**src/rtl/arith_pkg.sv**
```systemverilog
// rtl/arith_pkg.sv - shared arithmetic-unit types, Booth opcodes and width helper
`timescale 1ns/1ps
package arith_pkg;

    typedef enum logic [3:0] {
        IDLE  = 4'b0001,
        ADD   = 4'b0010,
        SHIFT = 4'b0100,
        DONE  = 4'b1000
    } state_t;

    typedef enum logic [2:0] {
        BOOTH_ZERO = 3'd0,
        BOOTH_PM   = 3'd1,
        BOOTH_P2M  = 3'd2,
        BOOTH_M2M  = 3'd3,
        BOOTH_MM   = 3'd4
    } booth_op_t;

    // Never returns 0 so a one-iteration counter still gets a bit.
    function automatic int clog2_int(input int n);
        int r;
        int v;
        r = 0;
        v = n - 1;
        while (v > 0) begin
            r++;
            v = v >> 1;
        end
        return (r < 1) ? 1 : r;
    endfunction

    function automatic booth_op_t booth_decode(input logic [2:0] window);
        booth_op_t op;
        case (window)
            3'b001, 3'b010: op = BOOTH_PM;
            3'b011:         op = BOOTH_P2M;
            3'b100:         op = BOOTH_M2M;
            3'b101, 3'b110: op = BOOTH_MM;
            default:        op = BOOTH_ZERO;
        endcase
        return op;
    endfunction

endpackage

```
**src/rtl/booth_r4_multiplier_if.sv**
```systemverilog
// rtl/booth_r4_multiplier_if.sv - start/busy/done multiply request interface
`timescale 1ns/1ps
interface booth_r4_multiplier_if #(
    parameter int WIDTH = 32
);
    logic                 start;
    logic [WIDTH-1:0]     x;
    logic [WIDTH-1:0]     y;
    logic                 busy;
    logic                 done;
    logic [2*WIDTH-1:0]   product;

    modport master (output start, output x, output y,
                    input busy, input done, input product);
    modport slave  (input start, input x, input y,
                    output busy, output done, output product);
endinterface

```
**src/rtl/booth_r4_recoder.sv**
```systemverilog
// rtl/booth_r4_recoder.sv - radix-4 Booth operand select feeding the accumulator adder
`timescale 1ns/1ps
module booth_r4_recoder
    import arith_pkg::*;
#(
    parameter int WIDTH = 32
) (
    input  logic [2:0]       window,
    input  logic [WIDTH+1:0] m,
    output logic [WIDTH+1:0] operand,
    output logic             cin
);
    logic [WIDTH+1:0] m2;
    booth_op_t        op;

    assign m2 = {m[WIDTH:0], 1'b0};
    assign op = booth_decode(window);

    // Negative picks are one's complement; the +1 rides in on the adder carry.
    always_comb begin
        operand = '0;
        cin     = 1'b0;
        case (op)
            BOOTH_PM:  operand = m;
            BOOTH_P2M: operand = m2;
            BOOTH_M2M: begin
                operand = ~m2;
                cin     = 1'b1;
            end
            BOOTH_MM: begin
                operand = ~m;
                cin     = 1'b1;
            end
            default: begin
                operand = '0;
                cin     = 1'b0;
            end
        endcase
    end
endmodule

```
**src/rtl/booth_r4_multiplier.sv**
```systemverilog
// rtl/booth_r4_multiplier.sv - sequential signed radix-4 Booth multiplier core
`timescale 1ns/1ps
module booth_r4_multiplier
    import arith_pkg::*;
#(
    parameter int WIDTH = 32
) (
    input  logic                        clk,
    input  logic                        rst_b,
    booth_r4_multiplier_if.slave        bus
);
    localparam int ITER  = WIDTH / 2;
    localparam int CNT_W = clog2_int(ITER);
    localparam logic [CNT_W-1:0] LAST = CNT_W'(ITER - 1);

    state_t               state;
    logic [WIDTH+1:0]     a;
    logic [WIDTH-1:0]     q;
    logic                 qm1;
    logic [WIDTH+1:0]     m;
    logic [CNT_W-1:0]     cnt;

    logic [WIDTH+1:0]     operand;
    logic                 cin;
    logic [WIDTH+1:0]     sum;
    logic [2*WIDTH+2:0]   sh;

    booth_r4_recoder #(.WIDTH(WIDTH)) u_recoder (
        .window  ({q[1:0], qm1}),
        .m       (m),
        .operand (operand),
        .cin     (cin)
    );

    assign sum = a + operand + {{(WIDTH+1){1'b0}}, cin};
    // Two extra A bits keep +/-2M of the most negative operand exact.
    assign sh  = $signed({a, q, qm1}) >>> 2;

    always_ff @(posedge clk or negedge rst_b) begin
        if (!rst_b) begin
            state       <= IDLE;
            a           <= '0;
            q           <= '0;
            qm1         <= 1'b0;
            m           <= '0;
            cnt         <= '0;
            bus.busy    <= 1'b0;
            bus.done    <= 1'b0;
            bus.product <= '0;
        end else begin
            case (state)
                IDLE: begin
                    bus.done <= 1'b0;
                    if (bus.start) begin
                        a        <= '0;
                        q        <= bus.y;
                        qm1      <= 1'b0;
                        m        <= {{2{bus.x[WIDTH-1]}}, bus.x};
                        cnt      <= '0;
                        bus.busy <= 1'b1;
                        state    <= ADD;
                    end
                end
                ADD: begin
                    a     <= sum;
                    state <= SHIFT;
                end
                SHIFT: begin
                    a   <= sh[2*WIDTH+2:WIDTH+1];
                    q   <= sh[WIDTH:1];
                    qm1 <= sh[0];
                    if (cnt == LAST) begin
                        bus.product <= sh[2*WIDTH:1];
                        bus.done    <= 1'b1;
                        bus.busy    <= 1'b0;
                        state       <= DONE;
                    end else begin
                        cnt   <= cnt + 1'b1;
                        state <= ADD;
                    end
                end
                DONE: begin
                    bus.done <= 1'b0;
                    state    <= IDLE;
                end
                default: begin
                    bus.busy <= 1'b0;
                    bus.done <= 1'b0;
                    state    <= IDLE;
                end
            endcase
        end
    end
endmodule
```
**src/flat_wrapper.sv**
```systemverilog
// flat-port wrapper written by rule: the top's interface ports become plain ports
module booth_r4_multiplier_flat import arith_pkg::*;
#(
    parameter int WIDTH = 32
)
  (clk, rst_b, bus_start, bus_x, bus_y, bus_busy, bus_done, bus_product);
  booth_r4_multiplier_if #(.WIDTH(WIDTH)) bus_i ();
  input  logic clk;
  input  logic rst_b;
  input wire logic [$bits(bus_i.start)-1:0] bus_start;
  input wire logic [$bits(bus_i.x)-1:0] bus_x;
  input wire logic [$bits(bus_i.y)-1:0] bus_y;
  output wire logic [$bits(bus_i.busy)-1:0] bus_busy;
  output wire logic [$bits(bus_i.done)-1:0] bus_done;
  output wire logic [$bits(bus_i.product)-1:0] bus_product;
  assign bus_i.start = bus_start;
  assign bus_i.x = bus_x;
  assign bus_i.y = bus_y;
  assign bus_busy = bus_i.busy;
  assign bus_done = bus_i.done;
  assign bus_product = bus_i.product;
  booth_r4_multiplier #(.WIDTH(WIDTH)) u_core (.clk(clk), .rst_b(rst_b), .bus(bus_i));
endmodule
```
**config.mk**
```make
export PLATFORM = sky130hd
export DESIGN_NAME = booth_r4_multiplier_flat
export DESIGN_NICKNAME = d
export VERILOG_FILES = /design/src/rtl/arith_pkg.sv /design/src/rtl/booth_r4_multiplier_if.sv /design/src/rtl/booth_r4_recoder.sv /design/src/rtl/booth_r4_multiplier.sv /design/src/flat_wrapper.sv
export SDC_FILE = /design/constraint.sdc
export NUM_CORES = 1
export LEC_CHECK = 0
export CORE_MARGIN = 8
export CORE_UTILIZATION = 55
export DETAILED_ROUTE_END_ITERATION = 8
export GPL_TIMING_DRIVEN = 0
export PLACE_DENSITY = 0.79
export SLEW_MARGIN = 30
export SYNTH_ARGS = -nofsm -noshare
export SYNTH_HDL_FRONTEND = slang
export SYNTH_SLANG_ARGS = --single-unit
```
**constraint.sdc**
```tcl
create_clock -name clk -period 5.25 [get_ports clk]
set_input_delay 0.7875 -clock clk [delete_from_list [all_inputs] [get_ports clk]]
set_output_delay 0.7875 -clock clk [all_outputs]
set_load 0.01 [all_outputs]
```
==> reports/highlights.md, run 1 <==
• **highest-count logic cell in the final layout** dfrtp_1
• **number of max-slew violations in the final report** 0
• **fraction of area in multi-input gates** 0.410
• **comb. cell area** 4760 sq um
• **overall routing resource usage** 0.237
• **met3 global-route usage** 0.0958
• **number of detailed-routing iterations run before antenna repair** 8
• **required time of the critical path** 5570 ps
• **Top cell area share** 0.461
• **overall power of the completed layout** 7.53 mW
• **Synth Instances** 950
• **Crit. End Element** register
• **post-synthesis area per instance** 9.83 sq um
• **share of cells above drive strength 1** 0.108
• **hold violation count in the final report** 0
• **tapcell count** 220
• **proportion of register bits with asynchronous set or reset after synthesis** 1.00
• **post-route cell area** 11600 sq um
• **timing startpoint of the critical path** u_core.q[1]
• **startpoint of the worst-slack reg-to-reg timing path** u_core.q[1]
• **number of standard cells reported by yosys** 950
• **maximum number of pins on one net before global-route repair** 79
• **antenna cell count** 0
• **area of the chip** 21400 sq um
• **power density relative to cell area** 649 nW/um^2
• **worst slack after detailed placement** 767 ps
• **xor/xnor share of the synthesized area** 0.0544
• **maximum VDD drop** 0.367 mV
• **CTS resizes** 0
• **min-delay worst type** in2async
• **largest incremental delay on the critical path** 620 ps
• **First DRT Iteration DRCs** 587
• **Routed Wire Length** 25000 um
• **slew margin rel.** 0.367
• **H-tree levels** 4
• **slew at the pin closest to its max-slew limit** 948 ps
• **hold buffer count at CTS** 0
• **drt wl/cell** 18.7 um
• **number of buffer cells added on primary ports** 132
• **post-layout min period** 4590 ps
• **flip-flop count of the largest register, all copies and words added** 64
• **vias in the first global route** 7965
• **Reg power frac** 0.282
• **Worst setup endpoint** u_core.a[30]
• **number of signal-net buffers in the layout** 190
• **synthesized netlist net count** 1052
• **mean number of vias per cell** 5.94
• **run status** complete, no violations
• **Setup violations, final** 0
• **Synth Flop Type** dfrtp_1
• **sum of met2 wire segment lengths after detailed routing** 11500 um
• **buffers and inverters on the worst path** 3
• **dominant kind of combinational cell** AND-OR/OR-AND gates
• **total stage count of the critical path** 15
• **arrival time at the worst endpoint** 4910 ps
• **detailed placement HPWL** 18400 um
• **slack of the worst reg-to-reg path** 660 ps
• **first-pass GRT wire length** 41100 um
• **Critical Path Fanout Max** 10
• **cells along the critical path** clkbuf_1 > buf_1 > buf_1 > xor2_1 > a22oi_1 > o21ai_0 > ha_1 > nor2b_1 > o21a_1 > o21ai_1 > a211oi_1 > o21ai_1 > a2111oi_0 > o21ai_0 > o311ai_0
• **hold slack** 205 ps
• **top cell type by instance count after synthesis** dfrtp_1
• **most common library cells after synthesis** 172 x dfrtp_1, 127 x nand2_1, 91 x nor2_1
• **register area** 4330 sq um
• **number of nets with antenna violations after routing** 0
• **Most Crowded Layer GR** met2
• **clock-cell share of area** 0.0510
• **highest achievable clock rate** 0.218 GHz
• **total internal power** 3.98 mW
• **Clock Tree Root** clkbuf_16
• **r2r endpoint** u_core.a[30]
• **number of cells in the finished layout apart from fillers** 1337
• **initial antenna violation count** 1
• **fraction of the cycle the final worst path needs** 0.874
Figure 1. Routed clock nets over the placement (run 1).
Drawn at 2 px/um.
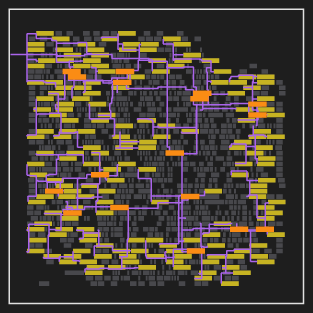
[purple] clock wires | length: 2090 um
[orange] clock drivers | count: 17
[yellow] flip-flops | count: 173
flops lie	widely spread
routed clock nets	18
Setup Skew: 13.4 ps
power drawn by the clock network: 1.26 mW
power share of the clock group: 0.168
latest clock arrival within the worst-skew pair: 450 ps

Figure 2. Placement density heat map (run 1).
Drawn at 2 px/um. The die is cut into 15 by 15 equal tiles; white is low, dark blue is high, 0 to 100% covered.
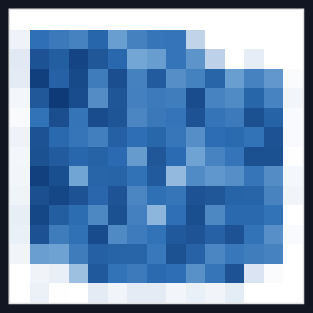
tiles over 75% full	34%
nearly empty tiles	15%
fullest tile	96%
standard cell core area: 16600 sq um
Post-Route Utilization: 0.700
Floorplan Utilization: 0.563

Figure 3. The clock network (run 1).
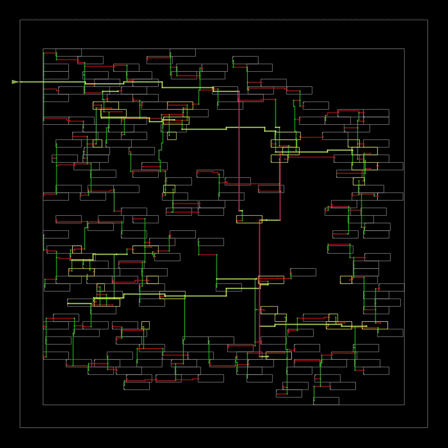
CTS sink cnt: 173
flip-flops: 173
clock buffers created by TritonCTS: 17
number of clock-tree buffers in the layout: 17

## Run 2: what changed since run 1
CTS_CLUSTER_SIZE = 20   (was not set)
Figure 4. Routed clock nets over the placement (run 2).
Drawn at 2 px/um.
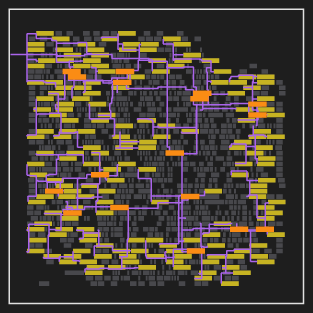
[purple] clock wires | length: 2090 um
[yellow] flip-flops | count: 173
[orange] clock drivers | count: 17
flops lie	widely spread
routed clock nets	18

==> run 2 against run 1 <==
Net effect:
- clock skew did not move
- critical path type unchanged
- cell count did not move
- synthesized cell count did not move
- global-route usage did not move
==> reports/highlights.md, run 2 <==
• **register area** 4330 sq um, unchanged
• **filler cell count** 1279, unchanged
• **sum of met2 wire segment lengths after detailed routing** 11500 um, unchanged
• **number of clock-tree buffers in the layout** 17, unchanged
• **RSZ-0062 raised after global routing** false, unchanged
• **Largest Pwr Group** combinational logic, unchanged
• **startpoint of the worst-slack reg-to-reg timing path** u_core.q[1], unchanged
• **combinational power share** 0.550, about the same
• **highest-count logic cell in the final layout** dfrtp_1, unchanged
• **CTS resizes** 0, unchanged
• **placed instance count** 1305, unchanged
• **mean number of vias per cell** 5.94, unchanged
• **flip-flop and latch power** 2.13 mW, about the same
• **hold violation count in the final report** 0, unchanged
• **most frequent logic cells in the routed design** 172 x dfrtp_1, 131 x clkdlybuf4s50_1, 127 x nand2_1, unchanged
• **Critical Setup Path Class** reg2reg, unchanged
• **fraction of area in multi-input gates** 0.410, unchanged
• **Crit. End Element** register, unchanged
• **proportion of register bits with asynchronous set or reset after synthesis** 1.00, unchanged
• **met1 track demand over resource in global routing** 0.289, unchanged
• **post-route cell area** 11600 sq um, unchanged
• **Post-Route Utilization** 0.700, unchanged
• **total internal power** 3.98 mW, unchanged
• **Floorplan Utilization** 0.563, unchanged
• **Setup violations, final** 0, unchanged
• **power drawn by the clock network** 1.26 mW, about the same
• **run status** complete, no violations, unchanged
• **first-pass GRT wire length** 41100 um, unchanged
• **Reg power frac** 0.282, about the same
• **power density relative to cell area** 649 nW/um^2, unchanged
• **arrival time at the worst endpoint** 4910 ps, about the same
• **number of inverters outside the clock class in the layout** 14, unchanged
• **r2r endpoint** u_core.a[30], unchanged
• **number of signal-net buffers in the layout** 190, unchanged
• **CTS sink cnt** 173, unchanged
• **slack of the worst reg-to-reg path** 660 ps, about the same
• **routed wire length on met3** 2560 um, unchanged
• **initial antenna violation count** 1, unchanged
• **flip-flops** 173, unchanged
• **count of distinct cell types in the synthesized netlist** 59, unchanged
• **post-synthesis mux area share** 0.0861, unchanged
• **area fraction in and, or, nand and nor cells** 0.130, unchanged
• **most common library cells after synthesis** 172 x dfrtp_1, 127 x nand2_1, 91 x nor2_1, unchanged
• **overall power of the completed layout** 7.53 mW, unchanged
• **grt met2 use** 0.373, unchanged
• **share of cells above drive strength 1** 0.108, unchanged
• **dominant kind of combinational cell** AND-OR/OR-AND gates, unchanged
• **comb. cell area** 4760 sq um, unchanged
• **Sw Pwr** 3.56 mW, unchanged
• **number of standard cells reported by yosys** 950, unchanged
• **slew margin rel.** 0.367, unchanged
• **total via count after detailed routing** 7938, unchanged
• **post-synthesis area per instance** 9.83 sq um, unchanged
• **Synth Instances** 950, unchanged
• **number of nets with antenna violations after routing** 0, unchanged
• **top cell category** multi-input combinational cells, unchanged
• **multi-input combinational cell count** 708, unchanged
• **reported combinational group power** 4.14 mW, about the same
• **maximum number of pins on one net before global-route repair** 79, unchanged
• **synthesized netlist net count** 1052, unchanged
• **fraction of the cycle the final worst path needs** 0.874, unchanged
• **timing startpoint of the critical path** u_core.q[1], unchanged
• **Top cell area share** 0.461, unchanged
• **highest routed metal layer** met5, unchanged
• **clock transition at the register clock pins on the worst setup and hold paths after CTS** 70 ps, about the same
• **cell taking the most area after synthesis** dfrtp_1, unchanged
• **buffers and inverters on the worst path** 3, unchanged
• **hold slack** 205 ps, unchanged
• **CTS tree** yes, unchanged
• **clock-cell share of area** 0.0510, unchanged
• **Most Crowded Layer GR** met2, unchanged
• **and-or/or-and share of the synthesized area** 0.188, unchanged
• **Routed Wire Length** 25000 um, unchanged
• **min-delay worst type** in2async, unchanged
• **met3 global-route usage** 0.0958, unchanged
• **flip-flop count of the largest register, all copies and words added** 64, unchanged
• **Area growth syn-to-layout** 24.2%, unchanged
• **number of detailed-routing iterations run before antenna repair** 8, unchanged
• **vias in the first global route** 7965, unchanged
• **cell with the largest stage delay on the worst path** buf_1, unchanged
• **cells along the critical path** clkbuf_1 > buf_1 > buf_1 > xor2_1 > a22oi_1 > o21ai_0 > ha_1 > nor2b_1 > o21a_1 > o21ai_1 > a211oi_1 > o21ai_1 > a2111oi_0 > o21ai_0 > o311ai_0, unchanged
• **area figure in the yosys stat output** 9340 sq um, unchanged
• **number of warning messages in the logs** 26, unchanged
• **Worst setup endpoint** u_core.a[30], unchanged
• **latest clock arrival within the worst-skew pair** 450 ps, about the same
• **maximum VDD drop** 0.367 mV, unchanged
• **slew at the pin closest to its max-slew limit** 948 ps, unchanged
• **worst slack after detailed placement** 767 ps, unchanged
• **Synth Flop Type** dfrtp_1, unchanged
• **tapcell count** 220, unchanged
• **number of buffer cells added on primary ports** 132, unchanged
• **post-layout min period** 4590 ps, unchanged
• **detailed placement HPWL** 18400 um, unchanged
• **hold buffer count at CTS** 0, unchanged
• **required time of the critical path** 5570 ps, about the same
• **Setup Skew** 13.4 ps, unchanged
• **M1 wire length** 10200 um, unchanged
• **Critical Path Fanout Max** 10, unchanged
• **crit path launch type** register, unchanged
• **xor/xnor share of the synthesized area** 0.0544, unchanged
• **antenna cell count** 0, unchanged
• **largest incremental delay on the critical path** 620 ps, about the same
• **max-cap violation count** 0, unchanged
• **standard cell core area** 16600 sq um, unchanged
• **overall routing resource usage** 0.237, unchanged
• **highest achievable clock rate** 0.218 GHz, unchanged
• **power share of the clock group** 0.168, about the same
• **number of nets in the final layout** 1206, unchanged
• **clock buffers created by TritonCTS** 17, unchanged
• **total congestion overflow** 0, unchanged
• **area of the chip** 21400 sq um, unchanged
• **registers with the highest flip-flop counts** u_core.bus.product (64), u_core.a (34), unchanged
• **H-tree levels** 4, unchanged
• **number of cells in the finished layout apart from fillers** 1337, unchanged
• **total stage count of the critical path** 15, unchanged
• **number of max-slew violations in the final report** 0, unchanged
• **number of rows in the core area** 47, unchanged
• **First DRT Iteration DRCs** 587, unchanged
• **top cell type by instance count after synthesis** dfrtp_1, unchanged
• **drt wl/cell** 18.7 um, unchanged
• **Clock Tree Root** clkbuf_16, unchanged
## Run 3: what changed since run 2
ABC_AREA = 1   (was not set)
CORE_UTILIZATION = 56   (was 55)
PLACE_DENSITY = 0.8   (was 0.79)
Figure 5. Metal 1 (run 3).
Drawn at 2 px/um. Supply wires on this layer in grey.
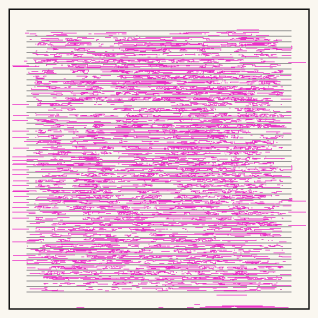
nets with wire on the layer	1533
wire length on this layer	14000 um
main direction	horizontal
total via count after detailed routing: 9879
Routed Wire Length: 32000 um
met1 track demand over resource in global routing: 0.387

==> run 3 against run 2 <==
Net effect:
- non-clock buffer count is 8 lower
- first-iteration DRC count is 52% higher
- sequential power grew 16%
- total power grew 18%
- sequential cell count did not move
- fmax is 11% higher
- critical endpoint is now u_core.a[32]
- largest cell class unchanged
==> reports/highlights.md, run 3 <==
• **run status** complete, no violations, unchanged
• **total congestion overflow** 0, unchanged
• **routed wire length on met3** 2520 um, was 2560 um
• **CTS sink cnt** 173, unchanged
• **met3 global-route usage** 0.0655, was 0.0958
• **Clock Tree Root** clkbuf_16, unchanged
• **latest clock arrival within the worst-skew pair** 440 ps, was 450 ps
• **number of warning messages in the logs** 26, unchanged
• **buffers and inverters on the worst path** 3, unchanged
• **dominant kind of combinational cell** simple AND/OR/NAND/NOR gates, was AND-OR/OR-AND gates
• **antenna cell count** 0, unchanged
• **flip-flop and latch power** 2.48 mW, was 2.13 mW
• **xor/xnor share of the synthesized area** 0.000882, was 0.0544
• **Area growth syn-to-layout** 22.8%, was 24.2%
• **combinational power share** 0.577, was 0.550
• **flip-flop count of the largest register, all copies and words added** 64, unchanged
• **initial antenna violation count** 1, unchanged
• **min-delay worst type** in2async, unchanged
• **slew at the pin closest to its max-slew limit** 754 ps, was 948 ps
• **mean number of vias per cell** 5.59, was 5.94
• **tapcell count** 225, was 220
• **highest-count logic cell in the final layout** nand2_1, was dfrtp_1
• **filler cell count** 1494, was 1279
• **required time of the critical path** 5570 ps, about the same
• **post-synthesis area per instance** 7.21 sq um, was 9.83 sq um
• **fraction of area in multi-input gates** 0.387, was 0.410
• **Synth Instances** 1376, was 950
• **top cell type by instance count after synthesis** nand2_1, was dfrtp_1
• **maximum number of pins on one net before global-route repair** 74, was 79
• **top cell category** multi-input combinational cells, unchanged
• **hold buffer count at CTS** 0, unchanged
• **flip-flops** 173, unchanged
• **Critical Setup Path Class** reg2reg, unchanged
• **and-or/or-and share of the synthesized area** 0.142, was 0.188
• **Setup Skew** 9.93 ps, was 13.4 ps
• **Post-Route Utilization** 0.705, was 0.700
• **Syn Std Cell Area** 9930 sq um, was 9340 sq um
• **drt wl/cell** 18.1 um, was 18.7 um
• **M1 wire length** 14000 um, was 10200 um
• **most frequent logic cells in the routed design** 508 x nand2_1, 172 x dfrtp_1, 170 x inv_1, was 172 x dfrtp_1, 131 x clkdlybuf4s50_1, 127 x nand2_1
• **Crit. End Element** register, unchanged
• **hold slack** 217 ps, was 205 ps
• **Top cell area share** 0.434, was 0.461
• **cell with the largest stage delay on the worst path** clkinv_1, was buf_1
• **power density relative to cell area** 727 nW/um^2, was 649 nW/um^2
• **multi-input combinational cell count** 980, was 708
• **arrival time at the worst endpoint** 4470 ps, was 4910 ps
• **power drawn by the clock network** 1.27 mW, was 1.26 mW
• **clock buffers created by TritonCTS** 17, unchanged
• **Sw Pwr** 4.48 mW, was 3.56 mW
• **proportion of register bits with asynchronous set or reset after synthesis** 1.00, unchanged
• **Setup violations, final** 0, unchanged
• **number of buffer cells added on primary ports** 132, unchanged
• **share of cells above drive strength 1** 0.0480, was 0.108
• **area of the chip** 22200 sq um, was 21400 sq um
• **post-layout min period** 4150 ps, was 4590 ps
• **Critical Path Fanout Max** 10, unchanged
• **First DRT Iteration DRCs** 895, was 587
• **reported combinational group power** 5.11 mW, was 4.14 mW
• **fraction of the cycle the final worst path needs** 0.791, was 0.874
• **Most Crowded Layer GR** met2, unchanged
• **RSZ-0062 raised after global routing** false, unchanged
• **area figure in the yosys stat output** 9930 sq um, was 9340 sq um
• **clock-cell share of area** 0.0490, was 0.0510
• **post-route cell area** 12200 sq um, was 11600 sq um
• **number of clock-tree buffers in the layout** 17, unchanged
• **registers with the highest flip-flop counts** u_core.bus.product (64), u_core.a (34), unchanged
• **Synth Flop Type** dfrtp_1, unchanged
• **number of nets in the final layout** 1631, was 1206
• **number of max-slew violations in the final report** 0, unchanged
• **H-tree levels** 4, unchanged
• **Seq/total area** 0.355, was 0.373
• **first-pass GRT wire length** 50600 um, was 41100 um
• **comb. cell area** 4710 sq um, was 4760 sq um
• **overall power of the completed layout** 8.86 mW, was 7.53 mW
• **Floorplan Utilization** 0.574, was 0.563
• **area fraction in and, or, nand and nor cells** 0.286, was 0.130
• **timing startpoint of the critical path** u_core.q[0], was u_core.q[1]
• **standard cell core area** 17300 sq um, was 16600 sq um
• **r2r endpoint** u_core.a[32], was u_core.a[30]
• **grt met2 use** 0.465, was 0.373
• **number of nets with antenna violations after routing** 0, unchanged
• **Reg power frac** 0.279, was 0.282
• **number of signal-net buffers in the layout** 182, was 190
• **max-cap violation count** 0, unchanged
• **highest achievable clock rate** 0.241 GHz, was 0.218 GHz
• **post-synthesis mux area share** 0, was 0.0861
• **number of standard cells reported by yosys** 1376, was 950
• **number of cells in the finished layout apart from fillers** 1767, was 1337
• **startpoint of the worst-slack reg-to-reg timing path** u_core.q[0], was u_core.q[1]
• **detailed placement HPWL** 24900 um, was 18400 um
• **total internal power** 4.38 mW, was 3.98 mW
• **crit path launch type** register, unchanged
• **CTS tree** yes, unchanged
• **register area** 4330 sq um, unchanged
• **synthesized netlist net count** 1478, was 1052
• **power share of the clock group** 0.144, was 0.168
• **clock transition at the register clock pins on the worst setup and hold paths after CTS** 80 ps, was 70 ps
• **slack of the worst reg-to-reg path** 1100 ps, was 660 ps
• **vias in the first global route** 9721, was 7965
• **total stage count of the critical path** 19, was 15
• **CTS resizes** 0, unchanged
• **overall routing resource usage** 0.291, was 0.237
• **worst slack after detailed placement** 1220 ps, was 767 ps
• **placed instance count** 1735, was 1305
• **maximum VDD drop** 0.363 mV, was 0.367 mV
• **slew margin rel.** 0.497, was 0.367
• **sum of met2 wire segment lengths after detailed routing** 14600 um, was 11500 um
• **Max Buffers Root-to-Sink** 2, unchanged
• **cells along the critical path** nand2_1 > nand2_1 > nor2_1 > clkinv_1 > clkbuf_1 > o211ai_1 > fa_1 > inv_1 > fa_1 > nor2_1 > o21ai_0 > nand2_1 > nand2_1 > nand2_1 > nand2_1 > nand2_1 > nand2_1 > nand3_1 > nand3_1, was clkbuf_1 > buf_1 > buf_1 > xor2_1 > a22oi_1 > o21ai_0 > ha_1 > nor2b_1 > o21a_1 > o21ai_1 > a211oi_1 > o21ai_1 > a2111oi_0 > o21ai_0 > o311ai_0
• **hold violation count in the final report** 0, unchanged
• **count of distinct cell types in the synthesized netlist** 39, was 59
• **cell taking the most area after synthesis** dfrtp_1, unchanged
• **Worst setup endpoint** u_core.a[32], was u_core.a[30]
• **highest routed metal layer** met5, unchanged
• **Largest Pwr Group** combinational logic, unchanged
• **largest incremental delay on the critical path** 410 ps, was 620 ps
• **number of detailed-routing iterations run before antenna repair** 7, was 8
• **number of inverters outside the clock class in the layout** 175, was 14
• **number of rows in the core area** 48, was 47
• **most common library cells after synthesis** 508 x nand2_1, 172 x dfrtp_1, 170 x inv_1, was 172 x dfrtp_1, 127 x nand2_1, 91 x nor2_1
Power and IR drop assume default switching activity.
